==> config.mk <==
export PLATFORM = sky130hd
export DESIGN_NAME = fifo_rd_packer
export DESIGN_NICKNAME = d
export VERILOG_FILES = /design/src/rtl/fifo_rd_packer.sv
export SDC_FILE = /design/constraint.sdc
export NUM_CORES = 1
export LEC_CHECK = 0
export CORE_MARGIN = 1
export CORE_UTILIZATION = 52
export CTS_BUF_LIST = sky130_fd_sc_hd__clkbuf_4 sky130_fd_sc_hd__clkbuf_8
export CTS_CLUSTER_SIZE = 10
export DETAILED_ROUTE_END_ITERATION = 6
export GPL_TIMING_DRIVEN = 0
export PLACE_DENSITY = 0.85
export SLEW_MARGIN = 40
export SYNTH_ARGS = -nofsm -noshare
export SYNTH_HDL_FRONTEND = slang
export SYNTH_SLANG_ARGS = --single-unit
export TNS_END_PERCENT = 10
==> constraint.sdc <==
create_clock -name clk -period 2.8 [get_ports clk]
set_input_delay 0.42 -clock clk [delete_from_list [all_inputs] [get_ports clk]]
set_output_delay 0.42 -clock clk [all_outputs]
set_load 0.01 [all_outputs]
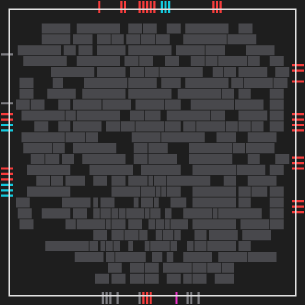
Fig. 1. Pin placement (run 1).
Scale: 4 px per um. Pins as bars across the die edge, other pins in gray.
fifo_rd_data -> cyan  # pins 8, direction input, edge 5 left, 3 top
flush -> magenta  # pins 1, direction input, edge bottom
out_data -> red  # pins 32, direction output, edge 13 right, 11 top, 5 left, 3 bottom
all pins by edge = 14 top, 13 right, 12 left, 12 bottom
die span in y: 71.3 um
PortBufs: 50
Die X: 71.3 um

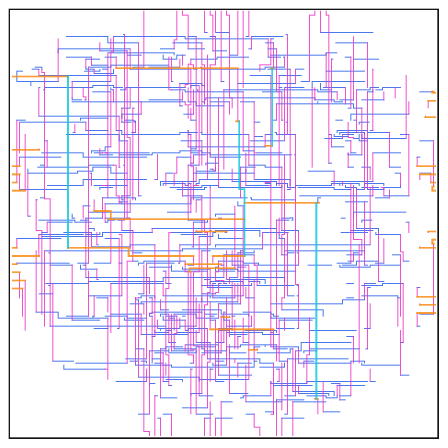
Fig. 2. Wiring by layer (run 1).
Scale: 6 px per um.
M2 -> magenta  # wire length 2,270 um
M1 -> blue  # wire length 2,190 um
M3 -> orange  # wire length 175 um
M4 -> cyan  # wire length 97.5 um
WL final: 4730 um
DR WL/cell: 16.9 um
Tot GR Track Use: 21.2%

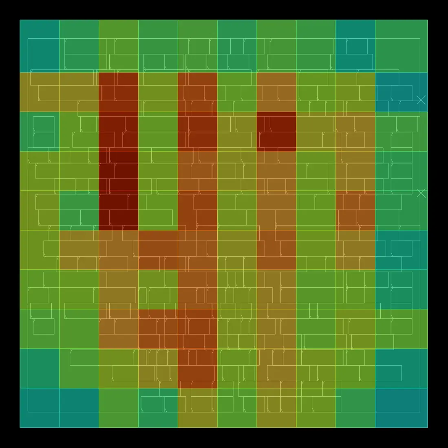
Fig. 3. Track usage over the die (run 1).
global routing usage on met1: 27.5%
met2 usage: 32.2%
grt peak-use layer: met2
final core utilization: 73.7%
Global Route met3 Usage: 6.33%

==> summary.txt, run 1 <==
fresh numbers from the pnr run: final setup vio count=0, family with the most delay on the worst path=buffers and inverters, fin crit period=2630 ps, Yosys Warn Count=0, placer congestion estimate=0.910, number of placement rows=24, Syn Std Cell Area=0.00249 mm2, Max Cap Viol=0, CP max-delay cell=clkdlybuf4s50_1, crit path cell chain=inv_1 > ha_1 > nand4b_1 > nand2_1 > inv_1 > clkdlybuf4s50_1, root buffer cell=clkbuf_8, Worst setup EP type=primary output, Hold Path Class=flip-flop to flip-flop, worst-case reg-to-reg path depth=5, commonest non-fill, non-tap cells in the layout=50 x clkdlybuf4s50_1, 41 x dfxtp_1, 32 x edfxtp_1, TritonCTS Buffers=9, Core Region=0.00447 mm2, startpoint class of the critical path=flip-flop, Max clock buf depth=2, flop-to-flop setup slack=280 ps, antenna violations before repair=0, Worst Path Buf+Inv=3, CTS tree=built, critical path depth in cells=6, Max VDD drop=0.000460 V, Seq cells post-synth=73, vias=1,559, remaining antenna violation count=0, Worst path most repeated cell=inv_1, DRC errors left=2, Worst-Skew Late Latency=340 ps, clock sink count=73, number of global-route vias before repair=1,520, DRT Pass-1 Iters=7, CTS H-tree depth=3, yosys stat cell total=162, Synth Seq Share=71.5%, Worst-path clk slew=70 ps, crit path DRT=2380 ps, largest net degree at the start of global routing=13, Yosys cell types=30, chip area line of the yosys report=0.00249 mm2, DRT iter0 DRCs=73, final net count=238, setup_tns=0 ps, Slew @ Worst Pin=674 ps, n_diodes=0, outcome=finished, violations left, pre-CTS setup slack=96.9 ps, worst-path fanout max=7, Synth Area per Inst=15.4 um2, Top cell excl fill/tap=clkdlybuf4s50_1, worst path arrival time=2210 ps, layout cells sized above 1=13.6%, power per standard cell area=644 mW/mm2, first-pass GRT wire length=7690 um, Area Growth Syn to Fin=32.3%, Mapped Cells=162, # IOs=51, Hold Path Cell Cnt=1, violated checks=DRC, Worst Setup Slack, final=167 ps, RSZ-0062 raised after global routing=false, hpwl dp=3280 um, tool warnings=27, Die ar.=0.00508 mm2, max_slew headroom=54.8%, delay of the slowest critical-path stage=530 ps, Final Slew Violations=0, Avg Vias per Cell=5.57, Fin. Hold Viols=0, CTS Hold Bufs=0, Fillers=293, grt total ovfl=0, max frequency=0.380 GHz, cycle use final=94.0%, Final Skew=5.51 ps, Synthesized Nets=177
run 1: Yosys cell counts (all sizes together):
cell     count  area [um2]
nand3        2        10.0
a21o         2        15.0
nand4b       1        8.76
nor4         1        21.3
a2bb2oi      1        8.76
a2111oi      1        27.5
dfxtp       41         821
mux2i        2        23.8
buf          8        71.3
and4b        1        10.0
ha           2        25.0
edfxtp      32         961
a21oi        3        15.0
a22o        27         236
nor3         6        35.0
inv          4        15.0
a32o         8        80.1
or3          2        12.5
nand2        3        11.3
o21ba        1        10.0
o21ai        3        15.0
nor2b        2        12.5
nand2b       1        6.26
or2b         1        7.51
nor2         5        18.8
o21bai       1        7.51
o31ai        1        7.51
run 1: layout make-up:
cell class	instances	area (um2)	share of cell area, %
Buffer	8	71.3	2.16
Clock buffer	11	139	4.21
Clock inverter	5	80.1	2.43
Inverter	4	15.0	0.455
Multi-Input combinational cell	77	646	19.6
Sequential cell	73	1780	54.0
Tap cell	52	65.1	1.97
Timing Repair Buffer	50	500	15.2
run 1: per-layer routing:
metal  track usage [%]  part of all wire, %  vias to the layer above
met5                 0                    0                        -
met4              11.8                  2.0                        0
met3              6.33                  3.7                       10
met2              32.2                   48                       48
met1              27.5                   46                      747
li1                  -                    -                      754
run 1: per-stage QoR:
stage | hold WS, ps | util, % | power, uW | cell area (um2) | std cells
6_report | 455 | 73.7 | 2120 | 3300 | 280
5_1_grt | 475 | 73.7 | 2180 | 3300 | 280
4_1_cts | 456 | 73.6 | 2140 | 3290 | 280
3_5_place_dp | 440 | 68.7 | 1260 | 3070 | 264
3_3_place_gp | 439 | 68.4 | 1260 | 3060 | 264
2_1_floorplan | 436 | - | 1210 | 2490 | 162
run 1: worst register-to-register path, delay by kind of cell (launching register included):
| family | cells | cell delay [ps] |
|---|---|---|
| and+or+nand+nor | 2 | 670 |
| muxes | 1 | 550 |
| DFF | 1 | 470 |
| adders and majority gates | 1 | 290 |
| buffers and inverters | 1 | 180 |
run 1: where the power goes:
| group | total [uW] | internal (uW) | switching [uW] |
|---|---|---|---|
| logic | 102 | 46.4 | 55.4 |
| registers | 1140 | 1130 | 9.94 |
| clock network | 884 | 520 | 364 |
| total | 2120 | 1690 | 429 |
run 1: cells by family after synthesis:
group	synth area share (%)
AND-OR/OR-AND	17.0
adder cells (fa/ha/maj)	1.00
buffers and inverters	3.46
flip-flops	71.5
multiplexers	0.953
AND/OR/NAND/NOR	6.17
run 1: repair_timing:
action                     in CTS  in global routing
hold endpoints to repair        0                  0
setup endpoints to repair       0                  1
resized                         0                  1
setup buffers                   0                  0
Fig. 4: run 1, sequential cells grouped by signal name
Scale: 4 px per um. Other sequential cells in the stronger gray, the rest of the logic in the fainter gray.
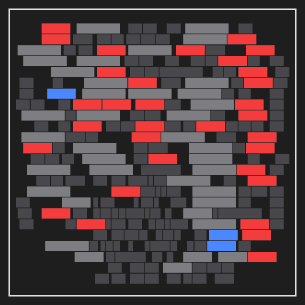

==> inputs of run 2 (changes only) <==
CORE_ASPECT_RATIO = 0.5   (was not set)
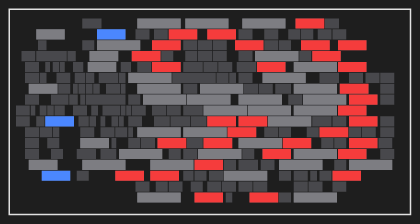
Fig. 5. Sequential cells grouped by signal name (run 2).
Scale: 4 px per um. Other sequential cells in the stronger gray, the rest of the logic in the fainter gray.
out_data -> red  # sequential cells 32
out_count -> blue  # sequential cells 3
not colored = 38
final core utilization: 73.0%
Register Area: 0.00178 mm2

==> summary.txt, run 2 <==
fresh numbers from the pnr run: outcome=complete, no violations, setup_tns=0 ps (unchanged), commonest non-fill, non-tap cells in the layout=50 x clkdlybuf4s50_1, 41 x dfxtp_1, 32 x edfxtp_1, area post-placement=0.00309 mm2 (+0.57%), antenna violations before repair=0 (unchanged), max frequency=0.380 GHz (about the same), final instance area=0.00329 mm2 (-0.23%), Die ar.=0.00509 mm2 (+0.33%), worst-path fanout max=7 (unchanged), Tot GR Track Use=22.0% (+0.78 points), chip area line of the yosys report=0.00249 mm2 (unchanged), placer congestion estimate=0.827 (-9.1%), Core Region=0.00451 mm2 (+0.78%), die span in y=51.0 um (-28%), cycle use final=94.1% (about the same), tool warnings=27 (unchanged), asr flop ratio synth=0% (unchanged), CTS Hold Bufs=0 (unchanged), Hold Path Cell Cnt=1 (unchanged), number of placement rows=17 (-29%), yosys stat cell total=162 (unchanged), startpoint class of the critical path=flip-flop, crit path cell chain=inv_1 > ha_1 > nand4b_1 > nand2_1 > inv_1 > clkdlybuf4s50_1, Fin. Hold Viols=0 (unchanged), Tot Pwr=2040 uW (-4.1%), CTS H-tree depth=3 (unchanged), Max Cap Viol=0 (unchanged), n_diodes=0 (unchanged), global routing usage on met1=29.8% (+2.3 points), Max VDD drop=0.000268 V (-42%), DRT Pass-1 Iters=4 (-3), switching share of power=22.2% (+2.0 points), Hold Path Class=flip-flop to flip-flop, flop-to-flop setup slack=230 ps (-50 ps), CP max-delay cell=clkdlybuf4s50_1, Area Growth Syn to Fin=32.0%, Worst setup EP type=primary output, Final Slew Violations=0 (unchanged), Fillers=301 (+2.7%), remaining antenna violation count=0 (unchanged), delay of the slowest critical-path stage=530 ps (about the same), Yosys Warn Count=0 (unchanged), Clock power frac=39.1% (-2.6 points)
run 2: metal layers:
| layer | vias up | part of all wire (%) |
|---|---|---|
| met3 | 5 | 4.8 |
| li1 | 753 | - |
| met5 | - | 0 |
| met4 | 0 | 1.0 |
| met2 | 45 | 48 |
| met1 | 798 | 46 |
run 2: what timing repair did:
| item | CTS | global route |
|---|---|---|
| resized | 0 | 1 |
| endpoints found under the setup margin | 0 | 1 |
| buffers inserted | 0 | 0 |
run 2: worst max-delay path: cells and delay by family (launching register included):
kind                       cells  cell delay (ps)
and+or+nand+nor                2              320
DFF                            1              480
buffers and inverters          3              800
adders and majority gates      1              290
run 2: cells by family after synthesis:
logic type	share of synthesized area [%]
mux	0.953
simple gates	6.17
buf+inv	3.46
flops	71.5
fa+ha+maj	1.00
compound gates	17.0
run 2: through the flow:
step                hold WS [ps]  setup WS (ps)
finish                       461            165
global route                 474           21.7
CTS                          462            129
detailed placement           445            142
global placement             434          -72.6
floorplan                    436            475
run 2: area by class of cell:
| type | count | share of cell area [%] |
|---|---|---|
| inverters | 4 | 0.456 |
| multi-input cells | 77 | 19.6 |
| well taps | 66 | 2.51 |
| clock inverters | 7 | 2.13 |
| plain buffers | 8 | 2.17 |
| flip-flops and latches | 73 | 54.1 |
| repair buffers | 50 | 15.2 |
| clock buffers | 9 | 3.76 |
run 2: power groups by stage:
stage	combinational, uW	clock (uW)	sequential [uW]
CTS	102	810	1140
floorplan	54.7	0	1160
finish	102	797	1140
detailed placement	101	0	1160
global route	111	860	1140
global placement	97.4	0	1160
Power figures rest on the tool's default switching activity, not on a simulated workload.
